==> src/rtl/tf_gen_responder.sv <==
`default_nettype none
// ============================================================================
// Module   : tf_gen_responder
// Purpose  : Per-stage NTT twiddle-factor generator. Each of DEPTH_N stages
//            holds a current twiddle (cur) and a step constant (step). An
//            advance request replaces cur[idx] with cur[idx]*step[idx] mod
//            modulus. It uses a bit-serial, MSB-first interleaved modular
//            multiplier, which takes DW cycles plus one writeback cycle.
// Ports    : clk, rst (sync, active-low)
//            TF_init_base   - set every cur to 1
//            TF_init_const  - load every step from step_const_in
//            TF_ren         - read cur[it_depth_cnt], 1-cycle latency
//            TF_wen         - advance cur[it_depth_cnt]
//            it_depth_cnt   - stage index (`D_width bits)
//            step_const_in  - stage s constant at [s*DW +: DW]
//            modulus        - prime modulus, stable while tf_busy
//            tf_out/tf_valid- registered read data / valid strobe
//            tf_busy        - multiply or writeback in progress
//            tf_err         - sticky protocol error
// Macros   : TF_READ_FWD_EN - forward the product to a read of the stage
//                             being written back in the DONE cycle
//            D_width        - index width (defaults to $clog2(DEPTH_N)+1)
// Revision : 1.0 - initial release
// ============================================================================
`ifndef D_width
`define D_width ($clog2(DEPTH_N)+1)
`endif

module tf_gen_responder #(
  parameter int DW      = 32,
  parameter int DEPTH_N = 4
) (
  input  logic                  clk,
  input  logic                  rst,
  input  logic                  TF_init_base,
  input  logic                  TF_init_const,
  input  logic                  TF_ren,
  input  logic                  TF_wen,
  input  logic [`D_width-1:0]   it_depth_cnt,
  input  logic [DEPTH_N*DW-1:0] step_const_in,
  input  logic [DW-1:0]         modulus,
  output logic [DW-1:0]         tf_out,
  output logic                  tf_valid,
  output logic                  tf_busy,
  output logic                  tf_err
);

  localparam int C_IW = `D_width;
  localparam int C_AW = (DEPTH_N > 1) ? $clog2(DEPTH_N) : 1;
  localparam int C_CW = $clog2(DW + 1);
  localparam logic [C_IW-1:0] C_DEPTH = C_IW'(DEPTH_N);

  typedef enum logic [1:0] {
    S_IDLE = 2'd0,
    S_MUL  = 2'd1,
    S_DONE = 2'd2
  } state_t;

  state_t            r_state;
  state_t            w_state_nxt;

  logic [DW-1:0]     r_cur  [DEPTH_N];
  logic [DW-1:0]     r_step [DEPTH_N];
  logic [C_AW-1:0]   r_idx;
  logic [DW-1:0]     r_a;
  logic [DW-1:0]     r_b;
  logic [DW-1:0]     r_acc;
  logic [C_CW-1:0]   r_cnt;
  logic [DW-1:0]     r_tf_out;
  logic              r_valid;
  logic              r_err;

  logic              w_idx_ok;
  logic [C_AW-1:0]   w_aidx;
  logic              w_start;
  logic              w_wb;
  logic              w_err_set;
  logic [DW-1:0]     w_rd_data;
  logic [DW+1:0]     w_mod_x;
  logic [DW+1:0]     w_dbl;
  logic [DW+1:0]     w_dbl_red;
  logic [DW+1:0]     w_sum;
  logic [DW+1:0]     w_sum_red;
  logic [1:0]        w_unused_hi;

  assign w_idx_ok = (it_depth_cnt < C_DEPTH);
  assign w_aidx   = it_depth_cnt[C_AW-1:0];

  // One MSB-first step: acc = (2*acc + bit*a) mod m. Both partial results
  // stay below 2m, so a single conditional subtraction reduces each, and
  // DW+2 bits hold them without overflow.
  assign w_mod_x     = {2'b00, modulus};
  assign w_dbl       = {1'b0, r_acc, 1'b0};
  assign w_dbl_red   = (w_dbl >= w_mod_x) ? (w_dbl - w_mod_x) : w_dbl;
  assign w_sum       = w_dbl_red + (r_b[DW-1] ? {2'b00, r_a} : {(DW+2){1'b0}});
  assign w_sum_red   = (w_sum >= w_mod_x) ? (w_sum - w_mod_x) : w_sum;
  assign w_unused_hi = w_sum_red[DW+1:DW];

  // FSM state register
  always_ff @(posedge clk) begin
    if (!rst) r_state <= S_IDLE;
    else      r_state <= w_state_nxt;
  end

  // FSM next-state and control strobes
  always_comb begin
    w_state_nxt = r_state;
    w_start     = 1'b0;
    if (TF_init_base) begin
      w_state_nxt = S_IDLE;
    end else begin
      case (r_state)
        S_IDLE: begin
          if (TF_wen && !TF_init_const && w_idx_ok) begin
            w_state_nxt = S_MUL;
            w_start     = 1'b1;
          end
        end
        S_MUL:   if (r_cnt == '0) w_state_nxt = S_DONE;
        S_DONE:  w_state_nxt = S_IDLE;
        default: w_state_nxt = S_IDLE;
      endcase
    end
    w_wb      = (r_state == S_DONE) && !TF_init_base;
    // An advance request that is outranked by an init is not an error;
    // one that is actually considered but cannot start is.
    w_err_set = TF_wen && !TF_init_base && !TF_init_const &&
                ((r_state != S_IDLE) || !w_idx_ok);
  end

  // Read mux: out-of-range stages read as zero.
  always_comb begin
    w_rd_data = '0;
    if (w_idx_ok) begin
`ifdef TF_READ_FWD_EN
      if (w_wb && (r_idx == w_aidx)) w_rd_data = r_acc;
      else                           w_rd_data = r_cur[w_aidx];
`else
      w_rd_data = r_cur[w_aidx];
`endif
    end
  end

  // Datapath and storage
  always_ff @(posedge clk) begin
    if (!rst) begin
      for (int s = 0; s < DEPTH_N; s++) begin
        r_cur[s]  <= DW'(1);
        r_step[s] <= '0;
      end
      r_idx    <= '0;
      r_a      <= '0;
      r_b      <= '0;
      r_acc    <= '0;
      r_cnt    <= '0;
      r_tf_out <= '0;
      r_valid  <= 1'b0;
      r_err    <= 1'b0;
    end else begin
      if (TF_init_base) begin
        for (int s = 0; s < DEPTH_N; s++) r_cur[s] <= DW'(1);
      end else if (w_wb) begin
        r_cur[r_idx] <= r_acc;
      end

      // The in-flight multiply holds its own copy of b, so reloading the
      // step table here never disturbs it.
      if (TF_init_const) begin
        for (int s = 0; s < DEPTH_N; s++) r_step[s] <= step_const_in[s*DW +: DW];
      end

      if (w_start) begin
        r_idx <= w_aidx;
        r_a   <= r_cur[w_aidx];
        r_b   <= r_step[w_aidx];
        r_acc <= '0;
        r_cnt <= C_CW'(DW - 1);
      end else if (r_state == S_MUL) begin
        r_acc <= w_sum_red[DW-1:0];
        r_b   <= {r_b[DW-2:0], 1'b0};
        r_cnt <= r_cnt - C_CW'(1);
      end

      if (w_err_set) r_err <= 1'b1;

      r_valid <= TF_ren;
      if (TF_ren) r_tf_out <= w_rd_data;
    end
  end

  assign tf_out   = r_tf_out;
  assign tf_valid = r_valid;
  assign tf_busy  = (r_state != S_IDLE);
  assign tf_err   = r_err;

endmodule

`default_nettype wire

==> config.mk <==
export PLATFORM = sky130hd
export DESIGN_NAME = tf_gen_responder
export DESIGN_NICKNAME = d
export VERILOG_FILES = /design/src/rtl/tf_gen_responder.sv
export SDC_FILE = /design/constraint.sdc
export NUM_CORES = 1
export LEC_CHECK = 0
export ABC_CLOCK_PERIOD_IN_PS = 16500
export CORE_MARGIN = 4
export CORE_UTILIZATION = 45
export CTS_CLUSTER_DIAMETER = 80
export DETAILED_ROUTE_END_ITERATION = 7
export PLACE_DENSITY = 0.68
export SYNTH_ARGS = -nofsm -noshare
export SYNTH_HDL_FRONTEND = slang
export SYNTH_SLANG_ARGS = --single-unit
==> constraint.sdc <==
create_clock -name clk -period 16.5 [get_ports clk]
set_input_delay 1.65 -clock clk [delete_from_list [all_inputs] [get_ports clk]]
set_output_delay 1.65 -clock clk [all_outputs]
set_load 0.005 [all_outputs]
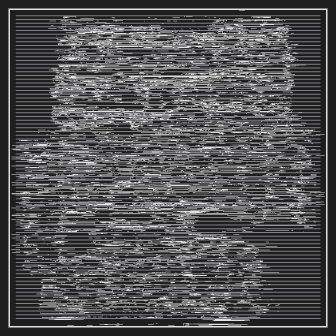
**Above:** the metal 1 layer.
Supply wires on this layer in grey.
longest straight run: 66.0 um
nets with wire on the layer: 2438
main direction: horizontal
share of all routed wire: 43%
wire length on this layer: 26.0 mm
final wirelength: 60700 um
Vias: 16835
global-route track usage on met1: 0.295

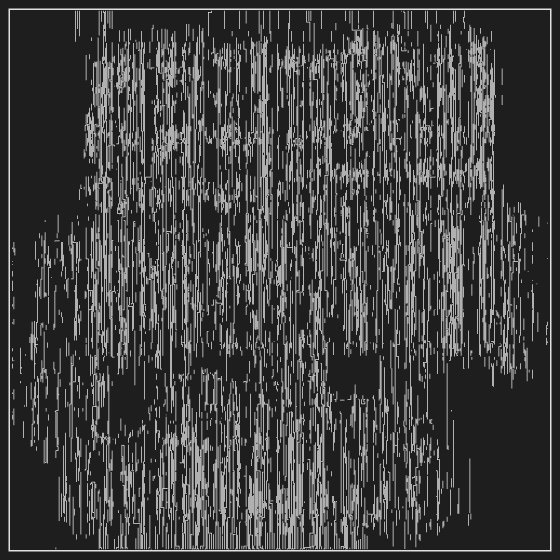
**Above:** the metal 2 layer.
longest straight run: 72.4 um
main direction: vertical

==> flow_summary.toml <==
# synthesis and place-and-route metrics
[cts]
root_buffer = "clkbuf_16"
clock_path_buffers = 3
cts_setup_buffers = 0
htreeDepth = 2
clk_pin_slew_ps = 60
cts.sinks = 396
ctsResizeCount = 0
numCtsBuffers = 45

[die]
well_tap_count = 664
initCoreUtil = 0.453
die-area_um2 = 52800
ios = 204
die_x_um = 230
die_h_um = 230
coreArea_um2 = 48800
rows = 81

[cells_and_area]
stdcell_count = 2969
nNonClkBuffers = 227
comb_cells = 1524
final_cell_mix = "256 x edfxtp_1, 209 x nand2_1, 198 x clkdlybuf4s50_1"
layout.cells.most_common = "edfxtp_1"
buf_share = 0.0838
regArea_um2 = 10500
n_clock_buffer = 69
largest_cell_class = "combinational gates"
drive_gt1_frac = 0.0804
diodes = 5
flops = 396
fin_util = 0.537
inv_count = 69
area_delta_synth_final_pct = 18.4
area_share_clock_buf_inv = 0.0558

[power]
p_per_area_nw_per_um2 = 91.5
power_mw = 2.40
ir_worst_vdd_mv = 0.0589

[hold_path]
min_from = "r_a[29]$_SDFFE_PN0P_"
min_to = "r_a[29]$_SDFFE_PN0P_"

[logic_synthesis]
syn_inst = 2117
yosys_area_um2 = 22200
synth-seq-cells = 396
ys_warn_count = 0
mux_area_frac = 0.0770
synthTopLogicFamily = "simple AND/OR/NAND/NOR gates"
syn_area_um2 = 22200
syn_area_per_cell_um2 = 10.5
ys_seq_frac = 0.474
ys_types = 67
floorplan.nets = 2386
edf_count = 256
ys_cells = 2117
synthFlopType = "edfxtp_1"
synth-xor-area-share = 0.0344

[timing]
worst_pin_slew_ps = 1100
setup_viol = 0
fmax_mhz = 103
period_used_share = 0.586
fin_skew_ps = 18.2
hold_ws_ps = 459
fin_crit_ps = 9660
fin_ws_ps = 6840
rsz0062_at_grt = "false"
slew_headroom = 0.267

[job]
warning_count = 33

[grt]
grt_use_met2 = 0.386
grt-ovfl-total = 0
track_usage = 0.225
antenna_found_initial = 5
grt_max_degree = 132
grt.busiest_layer = "met2"
grt_pass1_wl_um = 93700
met3_usage = 0.0302

[drt]
drt_iter0_markers = 1292
first_pass_iters = 6
viasPerCell = 5.67
dr_wl_met3_um = 3050
dr.max_layer_used = "met4"
drt-met1-wl_um = 26000
drc_errors = 0
route.detailed.wl_per_inst_um = 20.4

[placement]
post_dp_cell_area_um2 = 24700
hpwl_um = 41600
gp_congestion = 0.952
port_buffers = 203

[setup_path]
rrSetupSlack_ps = 7960
cp.depth = 32
critPathLaunch = "modulus[10]"
worstSetupEndpoint = "r_acc[12]$_SDFFE_PP0P_"
worst-endpoint-arrival_ps = 10170
cp_common_cell = "ha_1"
rr_worst_depth = 30
crit_path_top_delay_cell = "o31ai_1"
r2r_start = "r_acc[10]$_SDFFE_PP0P_"
end_kind = "register"
r2r-end = "r_acc[12]$_SDFFE_PP0P_"

[outcome]
outcome = "finished, final reports clean"
==> Yosys cell counts, types with 3 or more instances <==
library cell / n / area [um2]
nand2b_1: 21 / 131
o21ai_0: 101 / 505
dfxtp_1: 140 / 2800
or2_2: 3 / 18.8
nand2_1: 209 / 785
a21boi_0: 43 / 323
mux2i_1: 23 / 230
o22ai_1: 5 / 31.3
o21ai_1: 5 / 25.0
nand3_1: 54 / 270
a31oi_1: 14 / 87.6
edfxtp_1: 256 / 7690
a211oi_1: 14 / 105
fa_1: 3 / 60.1
and3_1: 170 / 1060
and2_1: 130 / 813
o211a_1: 31 / 310
o31ai_1: 6 / 45.0
o21a_1: 13 / 97.6
clkbuf_1: 118 / 443
and4_1: 3 / 26.3
xnor2_1: 57 / 499
nor2_1: 57 / 214
xor2_1: 30 / 263
or4_1: 3 / 22.5
ha_1: 97 / 1210
nand4_1: 21 / 131
nor2b_1: 79 / 494
nor3_1: 17 / 85.1
buf_1: 6 / 22.5
a21o_1: 36 / 270
mux2_2: 3 / 33.8
o211ai_1: 14 / 105
o21bai_1: 17 / 128
a21oi_1: 141 / 706
nor4_1: 8 / 50.1
inv_1: 69 / 259
mux4_2: 64 / 1440
==> state kept, by name, indices dropped and copies added, names as in the netlist <==
| signal | count |
|---|---|
| r_state | 2 |
| r_cur | 128 |
| r_cnt | 6 |
| tf_out | 32 |
| tf_err | 1 |
| r_acc | 32 |
| r_idx | 2 |
| r_b | 32 |
| r_step | 128 |
| r_a | 32 |
| tf_valid | 1 |
==> power breakdown <==
group          switching (mW)  total [mW]  internal, mW  leakage, nW
sequential             0.0179        1.12          1.10         3.92
clock                   0.411       0.991         0.580        0.718
combinational           0.153       0.286         0.134         6.50
total                   0.582        2.40          1.82         11.1
Power figures rest on the tool's default switching activity, not on a simulated workload.
